### Floorplan with the power grid, run 1

Scale: 6 px per um. Pins as bars on the die edge. Tap cells in gray.
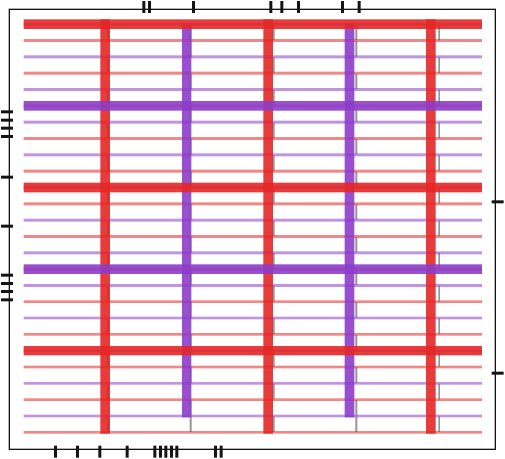
### Placement by cell class, run 1

Scale: 6 px per um. Fill, decap, tap and diode cells in gray.
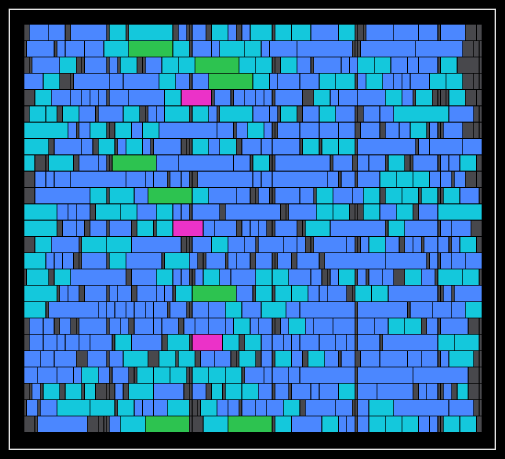
### Routed clock nets over the placement, run 1

Scale: 4 px per um.
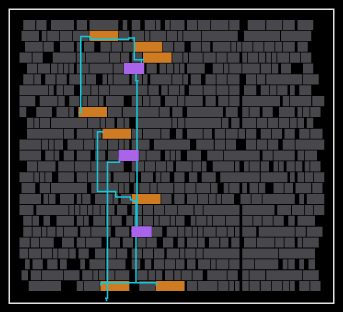
[config.mk]
export PLATFORM = sky130hd
export DESIGN_NAME = pic16_alu_flat
export DESIGN_NICKNAME = d
export VERILOG_FILES = /design/src/rtl/pic16_alu_pkg.sv /design/src/rtl/pic16_alu_if.sv /design/src/rtl/pic16_alu.sv /design/src/flat_wrapper.sv
export SDC_FILE = /design/constraint.sdc
export NUM_CORES = 1
export LEC_CHECK = 0
export CAP_MARGIN = 20
export CORE_ASPECT_RATIO = 0.9
export CORE_MARGIN = 2
export CORE_UTILIZATION = 50
export DETAILED_ROUTE_END_ITERATION = 8
export PLACE_DENSITY_LB_ADDON = 0.2
export REMOVE_ABC_BUFFERS = 1
export SYNTH_ARGS = -nofsm -noshare
export SYNTH_HDL_FRONTEND = slang
export SYNTH_SLANG_ARGS = --single-unit
[constraint.sdc]
create_clock -name CLK -period 3.66 [get_ports CLK]
set_clock_uncertainty 0.15 [all_clocks]
set_input_delay 0.732 -clock CLK [delete_from_list [all_inputs] [get_ports CLK]]
set_output_delay 0.732 -clock CLK [all_outputs]
set_load 0.05 [all_outputs]
[src/rtl/pic16_alu_pkg.sv]
// Shared definitions for the PIC16 ALU: operation codes, bit-op groups
// and small helpers used by the datapath.
package pic16_alu_pkg;

    localparam int CB_W   = 5;
    localparam int DATA_W = 8;

    // Byte operations (CB[4] = 0)
    localparam logic [CB_W-1:0] OP_MOVW   = 5'b00000;
    localparam logic [CB_W-1:0] OP_CLR    = 5'b00001;
    localparam logic [CB_W-1:0] OP_SUBWF  = 5'b00010;
    localparam logic [CB_W-1:0] OP_DECF   = 5'b00011;
    localparam logic [CB_W-1:0] OP_IORWF  = 5'b00100;
    localparam logic [CB_W-1:0] OP_ANDWF  = 5'b00101;
    localparam logic [CB_W-1:0] OP_XORWF  = 5'b00110;
    localparam logic [CB_W-1:0] OP_ADDWF  = 5'b00111;
    localparam logic [CB_W-1:0] OP_MOVF   = 5'b01000;
    localparam logic [CB_W-1:0] OP_COMF   = 5'b01001;
    localparam logic [CB_W-1:0] OP_INCF   = 5'b01010;
    localparam logic [CB_W-1:0] OP_DECFSZ = 5'b01011;
    localparam logic [CB_W-1:0] OP_RRF    = 5'b01100;
    localparam logic [CB_W-1:0] OP_RLF    = 5'b01101;
    localparam logic [CB_W-1:0] OP_SWAPF  = 5'b01110;
    localparam logic [CB_W-1:0] OP_INCFSZ = 5'b01111;

    // Literal operations reuse byte codes; FI carries the literal
    localparam logic [CB_W-1:0] IPSF = 5'b01000;
    localparam logic [CB_W-1:0] IOR  = 5'b00100;
    localparam logic [CB_W-1:0] IAND = 5'b00101;
    localparam logic [CB_W-1:0] IXOR = 5'b00110;
    localparam logic [CB_W-1:0] ISUB = 5'b00010;
    localparam logic [CB_W-1:0] IADD = 5'b00111;

    // Bit-operation groups (CB[3:2] when CB[4] = 1)
    localparam logic [1:0] BG_BCF   = 2'b00;
    localparam logic [1:0] BG_BSF   = 2'b01;
    localparam logic [1:0] BG_BTFSC = 2'b10;
    localparam logic [1:0] BG_BTFSS = 2'b11;

    // Zero detect shared by all flag paths
    function automatic logic is_zero(input logic [DATA_W-1:0] v);
        return (v == {DATA_W{1'b0}});
    endfunction

endpackage

[src/rtl/pic16_alu_if.sv]
// Operand/result bundle between the PIC16 core sequencer and its ALU.
interface pic16_alu_if
    import pic16_alu_pkg::*;
();
    logic [CB_W-1:0]   CB;
    logic              WE;
    logic [2:0]        B;
    logic [DATA_W-1:0] FI;
    logic              CI;
    logic [DATA_W-1:0] FO;
    logic              CO;
    logic              DC;
    logic              Z;

    modport master (
        output CB, WE, B, FI, CI,
        input  FO, CO, DC, Z
    );

    modport slave (
        input  CB, WE, B, FI, CI,
        output FO, CO, DC, Z
    );
endinterface

[src/rtl/pic16_alu.sv]
// PIC16 ALU: zero-latency result/flag datapath plus the W working register.
module pic16_alu
    import pic16_alu_pkg::*;
(
    input  logic        CLK,
    input  logic        RST,
    pic16_alu_if.slave  bus
);

    logic [DATA_W-1:0] w_q;
    logic [DATA_W-1:0] w_d;

    logic [DATA_W-1:0] fo_s;
    logic              co_s;
    logic              dc_s;
    logic              z_s;
    logic [DATA_W:0]   sum_s;
    logic [4:0]        nib_s;
    logic [DATA_W-1:0] mask_s;

    // Result and flag computation from CB/B/FI/CI and the current W
    always_comb begin
        fo_s   = 8'h00;
        co_s   = bus.CI;
        dc_s   = 1'b0;
        z_s    = 1'b0;
        sum_s  = 9'h000;
        nib_s  = 5'h00;
        mask_s = 8'h01 << bus.B;
        if (bus.CB[4] == 1'b0) begin
            case (bus.CB)
                OP_MOVW:   fo_s = w_q;
                OP_CLR:    fo_s = 8'h00;
                OP_SUBWF: begin
                    // Two's-complement subtract: carry out is the no-borrow flag
                    sum_s = {1'b0, bus.FI} + {1'b0, ~w_q} + 9'h001;
                    nib_s = {1'b0, bus.FI[3:0]} + {1'b0, ~w_q[3:0]} + 5'h01;
                    fo_s  = sum_s[7:0];
                    co_s  = sum_s[8];
                    dc_s  = nib_s[4];
                end
                OP_DECF, OP_DECFSZ: fo_s = bus.FI - 8'h01;
                OP_IORWF:  fo_s = bus.FI | w_q;
                OP_ANDWF:  fo_s = bus.FI & w_q;
                OP_XORWF:  fo_s = bus.FI ^ w_q;
                OP_ADDWF: begin
                    sum_s = {1'b0, bus.FI} + {1'b0, w_q};
                    nib_s = {1'b0, bus.FI[3:0]} + {1'b0, w_q[3:0]};
                    fo_s  = sum_s[7:0];
                    co_s  = sum_s[8];
                    dc_s  = nib_s[4];
                end
                OP_MOVF:   fo_s = bus.FI;
                OP_COMF:   fo_s = ~bus.FI;
                OP_INCF, OP_INCFSZ: fo_s = bus.FI + 8'h01;
                OP_RRF: begin
                    fo_s = {bus.CI, bus.FI[7:1]};
                    co_s = bus.FI[0];
                end
                OP_RLF: begin
                    fo_s = {bus.FI[6:0], bus.CI};
                    co_s = bus.FI[7];
                end
                OP_SWAPF:  fo_s = {bus.FI[3:0], bus.FI[7:4]};
                default:   fo_s = 8'h00;
            endcase
            z_s = is_zero(fo_s);
        end else begin
            case (bus.CB[3:2])
                BG_BCF: begin
                    fo_s = bus.FI & ~mask_s;
                    z_s  = is_zero(fo_s);
                end
                BG_BSF: begin
                    fo_s = bus.FI | mask_s;
                    z_s  = is_zero(fo_s);
                end
                BG_BTFSC, BG_BTFSS: begin
                    // Bit test: Z reports a clear bit so the core can skip on it
                    fo_s = bus.FI;
                    z_s  = ~bus.FI[bus.B];
                end
                default: begin
                    fo_s = bus.FI;
                    z_s  = is_zero(fo_s);
                end
            endcase
        end
    end

    // Next W value: write the current result when enabled, else hold
    always_comb begin
        if (bus.WE) begin
            w_d = fo_s;
        end else begin
            w_d = w_q;
        end
    end

    // W register with synchronous reset overriding any write
    always_ff @(posedge CLK) begin
        if (RST) begin
            w_q <= 8'h00;
        end else begin
            w_q <= w_d;
        end
    end

    assign bus.FO = fo_s;
    assign bus.CO = co_s;
    assign bus.DC = dc_s;
    assign bus.Z  = z_s;

endmodule

[src/flat_wrapper.sv]
// flat-port wrapper written by rule: the top's interface ports become plain ports
module pic16_alu_flat import pic16_alu_pkg::*;
  (CLK, RST, bus_CB, bus_WE, bus_B, bus_FI, bus_CI, bus_FO, bus_CO, bus_DC, bus_Z);
  pic16_alu_if bus_i ();
  input  logic CLK;
  input  logic RST;
  input wire logic [$bits(bus_i.CB)-1:0] bus_CB;
  input wire logic [$bits(bus_i.WE)-1:0] bus_WE;
  input wire logic [$bits(bus_i.B)-1:0] bus_B;
  input wire logic [$bits(bus_i.FI)-1:0] bus_FI;
  input wire logic [$bits(bus_i.CI)-1:0] bus_CI;
  output wire logic [$bits(bus_i.FO)-1:0] bus_FO;
  output wire logic [$bits(bus_i.CO)-1:0] bus_CO;
  output wire logic [$bits(bus_i.DC)-1:0] bus_DC;
  output wire logic [$bits(bus_i.Z)-1:0] bus_Z;
  assign bus_i.CB = bus_CB;
  assign bus_i.WE = bus_WE;
  assign bus_i.B = bus_B;
  assign bus_i.FI = bus_FI;
  assign bus_i.CI = bus_CI;
  assign bus_FO = bus_i.FO;
  assign bus_CO = bus_i.CO;
  assign bus_DC = bus_i.DC;
  assign bus_Z = bus_i.Z;
  pic16_alu u_core (.CLK(CLK), .RST(RST), .bus(bus_i));
endmodule
==> reports/summary.txt, run 1 <==
Die width: 80.8 um
Final Hold Viols: 0
Worst hold path startpoint: u_core.w_q[6]$_SDFFE_PP0P_
FMAX: 0.233 GHz
Synth Seq Share: 6.04%
Ys Warns: 0
Overall power: 1.05 mW
Drt initial violations: 668
Place WS: -1060 ps
Largest Register: u_core.w_q
Final setup margin: -640 ps
# setup viols final: 8
Tool warnings: 43
Critical path origin: bus_CB[3]
Final wirelength: 13900 um
Net switching power: 0.497 mW
Pins over their slew limit: 0
Top Usage Layer GRT: met2
Crit path DAT: 3420 ps
Full die area: 5900 um^2
CTS Buf Count: 3
Max clock buf depth: 2
Most frequent logic cell in the layout: buf_4
Slew HR: 59.1%
Aoi share: 34.1%
Vias in the first global route: 3691
Global-route usage over all layers: 42.4%
Hold Buf Count CTS: 0
Sink Count: 8
Worst Path Max Fanout: 3
DP Area: 3770 um^2
Placer Congestion: 0.990
Final net count: 595
Area reported by Yosys stat: 2650 um^2
Outcome: finished, violations left
Clk slew on worst S/H paths: 40 ps
Asr flop ratio synth: 0%
Top delay family on crit path: buffers and inverters
Cell count after synthesis: 391
Buf+Inv Stages, Crit Path: 9
RSZ-0062 raised after global routing: yes
Most area-hungry cell type in the Yosys netlist: ha_1
GR Util met2: 68.5%
Combinational Power Share: 79.0%
Ys cells: 391
Failing checks: negative setup slack
Max reg flops: 8
Post-synth EDFFs: 0
Synthesis-to-layout area growth: 76.2%
Starting Density: 51.1%
Yosys reg bits: 8
CP Launch Type: input pin
WP depth: 16
H-tree Lvls: 1
Clock Tree Root: clkbuf_8
DP HPWL: 8420 um
Vias: 4122
CP max-delay cell: o41ai_2
Post-synth cell types: 63
Initial DRT Pass Iterations: 7
Met3 usage: 1.98%
Largest net degree at the start of global routing: 43
Notes on 'Floorplan with the power grid' above:
legend:
  purple:
    net: VDD
  red:
    net: VSS
met4 straps: 5
met1 rails: 26
tap cells: 67
Peak supply drop: 0.223 mV
Core ar.: 5190 um^2
Die Span Y: 73.1 um

Notes on 'Placement by cell class' above:
legend:
  blue:
    class: remaining logic cells
    cells: 360
    share_of_their_area: 64%
  green:
    class: registers
    cells: 8
    share_of_their_area: 3.5%
  magenta:
    class: clock-net drivers
    cells: 3
    share_of_their_area: 0.90%
  cyan:
    class: remaining buffers and delay cells
    cells: 169
    share_of_their_area: 31%
sequential fraction of total cell area: 3.43%
fin area: 4670 um^2
# rows: 25
Util after Layout: 90.0%

Notes on 'Routed clock nets over the placement' above:
legend:
  purple:
    item: clock-net drivers
    count: 3
  orange:
    item: flip-flops
    count: 8
  cyan:
    item: clock wires
    length: 196 um
routed clock nets: 4
Clk. pwr: 0.118 mW
Late-Pin Clk Latency: 240 ps
clock power share: 11.3%

[run 1: routing by layer]
metal | vias up | part of all wire (%)
met5 | - | 0
met1 | 1908 | 37
met3 | 99 | 12
li1 | 1743 | -
met2 | 372 | 44
met4 | 0 | 7.0
[run 1: area by class of cell]
cell class | instances | share of cell area, %
Clock buffer | 3 | 0.883
Inverter | 29 | 2.44
Multi-Input combinational cell | 331 | 60.5
Sequential cell | 8 | 3.43
Tap cell | 67 | 1.79
Timing Repair Buffer | 169 | 30.9
[run 1: power groups by stage]
stage          logic [mW]  registers (mW)  clock network, mW
2_1_floorplan       0.308           0.103                  0
6_report            0.826           0.102              0.118
4_1_cts             0.718           0.101              0.118
3_3_place_gp        0.588           0.102                  0
3_5_place_dp        0.597           0.102                  0
5_1_grt             0.856           0.102              0.117
==> run 2: changes to the inputs <==
--- a/config.mk
+++ b/config.mk
@@ -8,10 +8,11 @@
 export CAP_MARGIN = 20
 export CORE_ASPECT_RATIO = 0.9
 export CORE_MARGIN = 2
-export CORE_UTILIZATION = 50
+export CORE_UTILIZATION = 40
 export DETAILED_ROUTE_END_ITERATION = 8
 export PLACE_DENSITY_LB_ADDON = 0.2
 export REMOVE_ABC_BUFFERS = 1
+export SLEW_MARGIN = 20
 export SYNTH_ARGS = -nofsm -noshare
 export SYNTH_HDL_FRONTEND = slang
 export SYNTH_SLANG_ARGS = --single-unit
==> run 2 against run 1 <==
- the flow still finishes with violations (negative setup slack)
- combinational power is 13% lower
- non-clock buffer count fell by 16
- total power down 11%
- via count is 12% lower
- largest cell class unchanged
- synthesized cell count is the same
- die area is 24% higher
- final area is 6.9% lower
==> reports/summary.txt, run 2 <==
Outcome: finished, violations left
Failing checks: negative setup slack
Post-synth EDFFs: 0 (unchanged)
Slew HR: 59.4% (+0.26 points)
Worst R2R Start: u_core.w_q[0]$_SDFFE_PP0P_
CTS Buf Count: 3 (unchanged)
Met3 Wirelength: 837 um (-49%)
Synth Seq Share: 6.04% (unchanged)
Tmin final: 4190 ps
Combinational logic power: 0.720 mW (-13%)
Largest net degree at the start of global routing: 44 (+2.3%)
Ys cells: 391 (unchanged)
Max reg flops: 8 (unchanged)
Largest Pwr Group: combinational logic
Final net count: 579 (-2.7%)
Sink Count: 8 (unchanged)
CTS tree: built
Aoi share: 34.1% (unchanged)
Max clock buf depth: 2 (unchanged)
Clk slew on worst S/H paths: 40 ps (about the same)
Hold Buf Count CTS: 0 (unchanged)
DP Area: 3790 um^2 (+0.56%)
Met2 wire length: 5300 um (-14%)
Final setup margin: -533 ps (+107 ps)
Yosys reg bits: 8 (unchanged)
GR Util met2: 52.3% (-16 points)
CP Launch Type: input pin
Late-Pin Clk Latency: 240 ps (about the same)
Seq. pwr: 0.101 mW (about the same)
Overall power: 0.936 mW (-11%)
# rows: 28 (+12%)
Critical path origin: bus_FI[1]
Crit path DAT: 3310 ps (-110 ps)
Placer Congestion: 0.964 (-2.5%)
Most frequent logic cell in the layout: buf_4
Cell count after synthesis: 391 (unchanged)
Area reported by Yosys stat: 2650 um^2 (unchanged)
FMAX: 0.238 GHz (+2.5%)
Util after Layout: 67.2% (-23 points)
Met3 usage: 2.78% (+0.80 points)
Worst Path Max Fanout: 7 (+4)
Top routing layer used: met4
Post-Route M1 WL: 5080 um (-0.86%)
Worst hold path startpoint: u_core.w_q[6]$_SDFFE_PP0P_
Ys Warns: 0 (unchanged)
Post-synth cell types: 63 (unchanged)
Drt initial violations: 365 (-45%)
Final Hold Viols: 0 (unchanged)
Asr flop ratio synth: 0% (unchanged)
H-tree Lvls: 1 (unchanged)
Synthesis-to-layout area growth: 64.2%
# setup viols final: 7 (-1)
Starting Density: 40.9% (-10 points)
Final wirelength: 11600 um (-17%)
CTS resizes: 117
Count leader, synth: nor2_1
Combinational Power Share: 76.9% (-2.1 points)
DP HPWL: 8530 um (+1.3%)
Initial DRT Pass Iterations: 5 (-2)
Largest Register: u_core.w_q
Fin area: 4350 um^2 (-6.9%)
Most area-hungry cell type in the Yosys netlist: ha_1
[run 2: cell counts after synthesis]
Identical to the previous run, type by type.
[run 2: final cells by class]
class | instances | area, um^2 | area share (%)
multi-input combinational | 331 | 2630 | 60.5
clock buffer | 3 | 41.3 | 0.948
timing repair buffer | 153 | 1290 | 29.7
sequential | 8 | 160 | 3.68
inverter | 29 | 114 | 2.61
tap | 90 | 113 | 2.59
[run 2: worst max-delay path, cell delays in order]
cell and delay, ps:
clkdlybuf4s15_2 230, buf_6 150, buf_4 170, fa_2 390
a21o_1 180, a21oi_2 150, o21bai_1 80, a21oi_1 170
xnor2_1 110, a221o_1 320, o41ai_2 310, buf_4 180
buf_12 120
### Floorplan with the power grid, run 2

Scale: 6 px per um. Pins as bars on the die edge. Tap cells in gray.
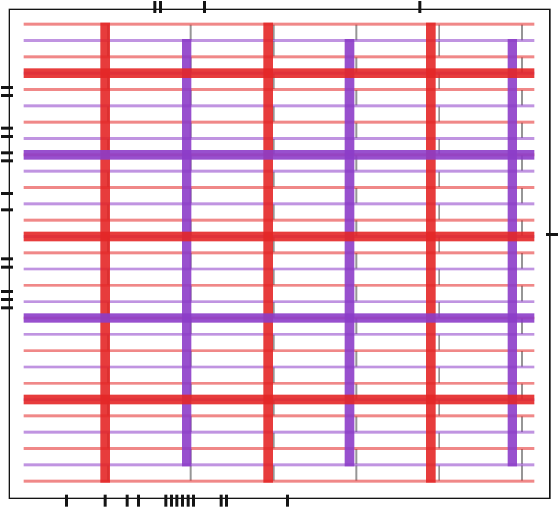
legend:
  purple:
    net: VDD
  red:
    net: VSS
rows: 28
met5 straps: 5
tap cells: 90
Die Span Y: 81.3 um
Peak supply drop: 0.179 mV
Core ar.: 6480 um^2
die width: 89.8 um

### Routed metal, one color a layer, run 2

Scale: 6 px per um.
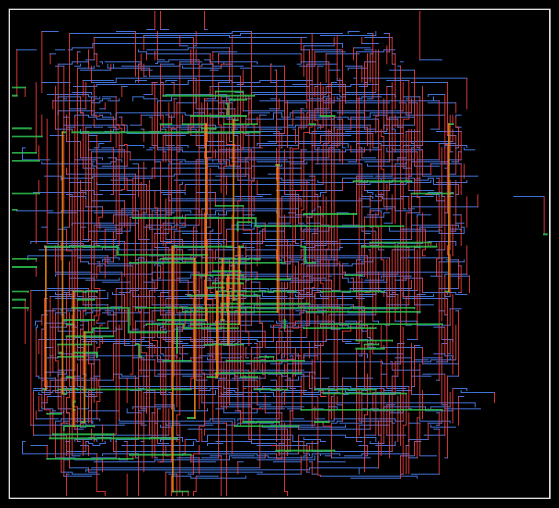
legend:
  orange:
    layer: M4
    wire_length: 336 um
  blue:
    layer: M1
    wire_length: 5080 um
  red:
    layer: M2
    wire_length: 5300 um
  green:
    layer: M3
    wire_length: 837 um
global-route usage over all layers: 30.4%
DR WL/cell: 18.8 um
Vias: 3626

### Routed clock nets over the placement, run 2

Scale: 4 px per um.
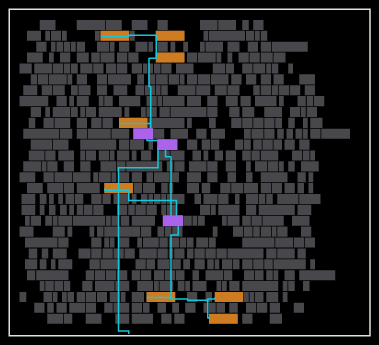
legend:
  orange:
    item: flip-flops
    count: 8
  cyan:
    item: clock wires
    length: 214 um
  purple:
    item: clock-net drivers
    count: 3
routed clock nets: 4
Clk. pwr: 0.115 mW
clock power share: 12.3%

==> run 3: changes to the inputs <==
--- a/config.mk
+++ b/config.mk
@@ -7,8 +7,9 @@
 export LEC_CHECK = 0
 export CAP_MARGIN = 20
 export CORE_ASPECT_RATIO = 0.9
-export CORE_MARGIN = 2
+export CORE_MARGIN = 3
 export CORE_UTILIZATION = 40
+export CTS_CLUSTER_DIAMETER = 40
 export DETAILED_ROUTE_END_ITERATION = 8
 export PLACE_DENSITY_LB_ADDON = 0.2
 export REMOVE_ABC_BUFFERS = 1
==> run 3 against run 2 <==
- the run still ends with negative setup slack left
- count of clock-buffer cells in the layout did not move
- final area is 0.34% higher
- clock power grew 5%
- global-route usage is essentially flat
- core utilization up 2.4 points
- routed wire length is 4.4% higher
- die area grew 4.7%
- via count grew 2.1%
- final cell count decreased by 0.98%
- sequential share of layout area barely moved
==> reports/summary.txt, run 3 <==
Largest Register: u_core.w_q
Post-synth EDFFs: 0 (unchanged)
Worst Path Max Fanout: 3 (-4)
Met2 wire length: 5490 um (+3.7%)
Yosys reg bits: 8 (unchanged)
Placer Congestion: 0.988 (+2.5%)
# setup viols final: 7 (unchanged)
Late-Pin Clk Latency: 240 ps (about the same)
Final wirelength: 12100 um (+4.4%)
Critical path origin: bus_FI[0]
Final Hold Viols: 0 (unchanged)
Cell count after synthesis: 391 (unchanged)
Synthesis-to-layout area growth: 64.7%
Clk slew on worst S/H paths: 50 ps (about the same)
Max clock buf depth: 2 (unchanged)
Asr flop ratio synth: 0% (unchanged)
Tmin final: 4210 ps (+20.0 ps)
Worst R2R Start: u_core.w_q[0]$_SDFFE_PP0P_
Synth Seq Share: 6.04% (unchanged)
Aoi share: 34.1% (unchanged)
Max reg flops: 8 (unchanged)
Seq. pwr: 0.101 mW (about the same)
FMAX: 0.237 GHz (-0.47%)
Vias: 3703 (+2.1%)
Die width: 91.8 um (+2.2%)
Worst hold path startpoint: u_core.w_q[6]$_SDFFE_PP0P_
Largest Pwr Group: combinational logic
Combinational logic power: 0.742 mW (+3.1%)
Starting Density: 42.2% (+1.3 points)
Sink Count: 8 (unchanged)
Overall power: 0.965 mW (+3.0%)
Post-Route M1 WL: 5150 um (+1.3%)
CP Launch Type: input pin
Most frequent logic cell in the layout: buf_4
Die Span Y: 83.3 um (+2.5%)
Final net count: 576 (-0.52%)
Most area-hungry cell type in the Yosys netlist: ha_1
Outcome: finished, violations left
DP Area: 3790 um^2 (about the same)
Final setup margin: -553 ps (-20.0 ps)
DP HPWL: 9100 um (+6.6%)
Failing checks: negative setup slack
Post-synth cell types: 63 (unchanged)
Largest net degree at the start of global routing: 42 (-4.5%)
Count leader, synth: nor2_1
Crit path DAT: 3330 ps (+20 ps)
CTS Buf Count: 3 (unchanged)
Util after Layout: 69.5% (+2.4 points)
Ys Warns: 0 (unchanged)
Area reported by Yosys stat: 2650 um^2 (unchanged)
Ys cells: 391 (unchanged)
-- run 3: cell counts after synthesis --
No cell type changed its count.
-- run 3: cell type report --
cell class	instances	area [um^2]	share of cell area, %
multi-input combinational	331	2670	61.1
tap	87	109	2.49
inverter	29	109	2.49
sequential	8	160	3.67
clock buffer	3	41.3	0.945
timing repair buffer	150	1280	29.3
-- run 3: worst max-delay path, cell delays in order --
cell and delay, ps:
buf_8 110, inv_2 70, ha_4 130, inv_1 50
fa_2 340, nor3b_2 170, nor3b_2 260, o31ai_2 120
xnor2_1 180, o211ai_1 190, a221o_1 320, o41ai_2 360
buf_4 180, buf_12 120
-- run 3: what timing repair did --
item,in CTS,in global routing
buffers inserted,12,7
endpoints found under the hold margin,0,0
pin swaps,36,29
gates resized,114,33
endpoints found under the setup margin,12,9
### Routing congestion, run 3

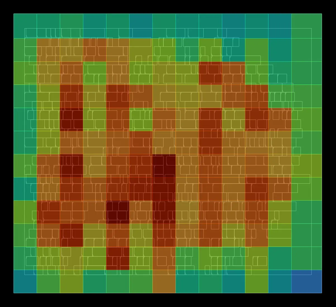
GR Util met2: 48.8%
global-route usage over all layers: 30.4%
Top Usage Layer GRT: met2
met3 usage: 4.26%
DR WL/cell: 19.8 um

### Placement by cell class, run 3

Scale: 4 px per um. Fill, decap, tap and diode cells in gray.
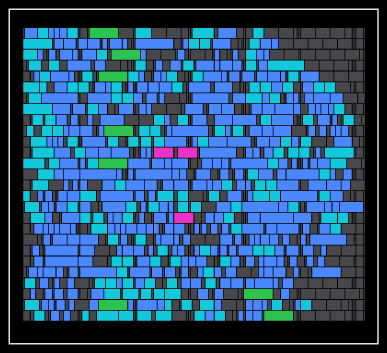
legend:
  cyan:
    class: remaining buffers and delay cells
    cells: 150
    share_of_their_area: 30%
  blue:
    class: remaining logic cells
    cells: 360
    share_of_their_area: 65%
  magenta:
    class: clock-net drivers
    cells: 3
    share_of_their_area: 0.97%
  green:
    class: registers
    cells: 8
    share_of_their_area: 3.8%
# rows: 27
fin area: 4370 um^2

### Routed clock nets over the placement, run 3

Scale: 4 px per um.
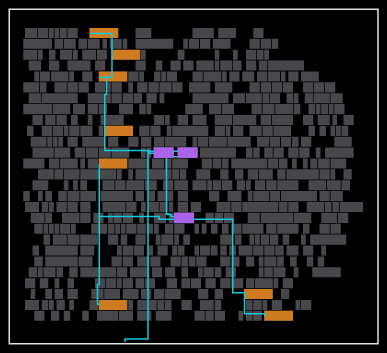
legend:
  orange:
    item: flip-flops
    count: 8
  cyan:
    item: clock wires
    length: 250 um
  purple:
    item: clock-net drivers
    count: 3
routed clock nets: 4
clock power share: 12.5%
Clk. pwr: 0.121 mW

Power figures rest on the tool's default switching activity, not on a simulated workload.
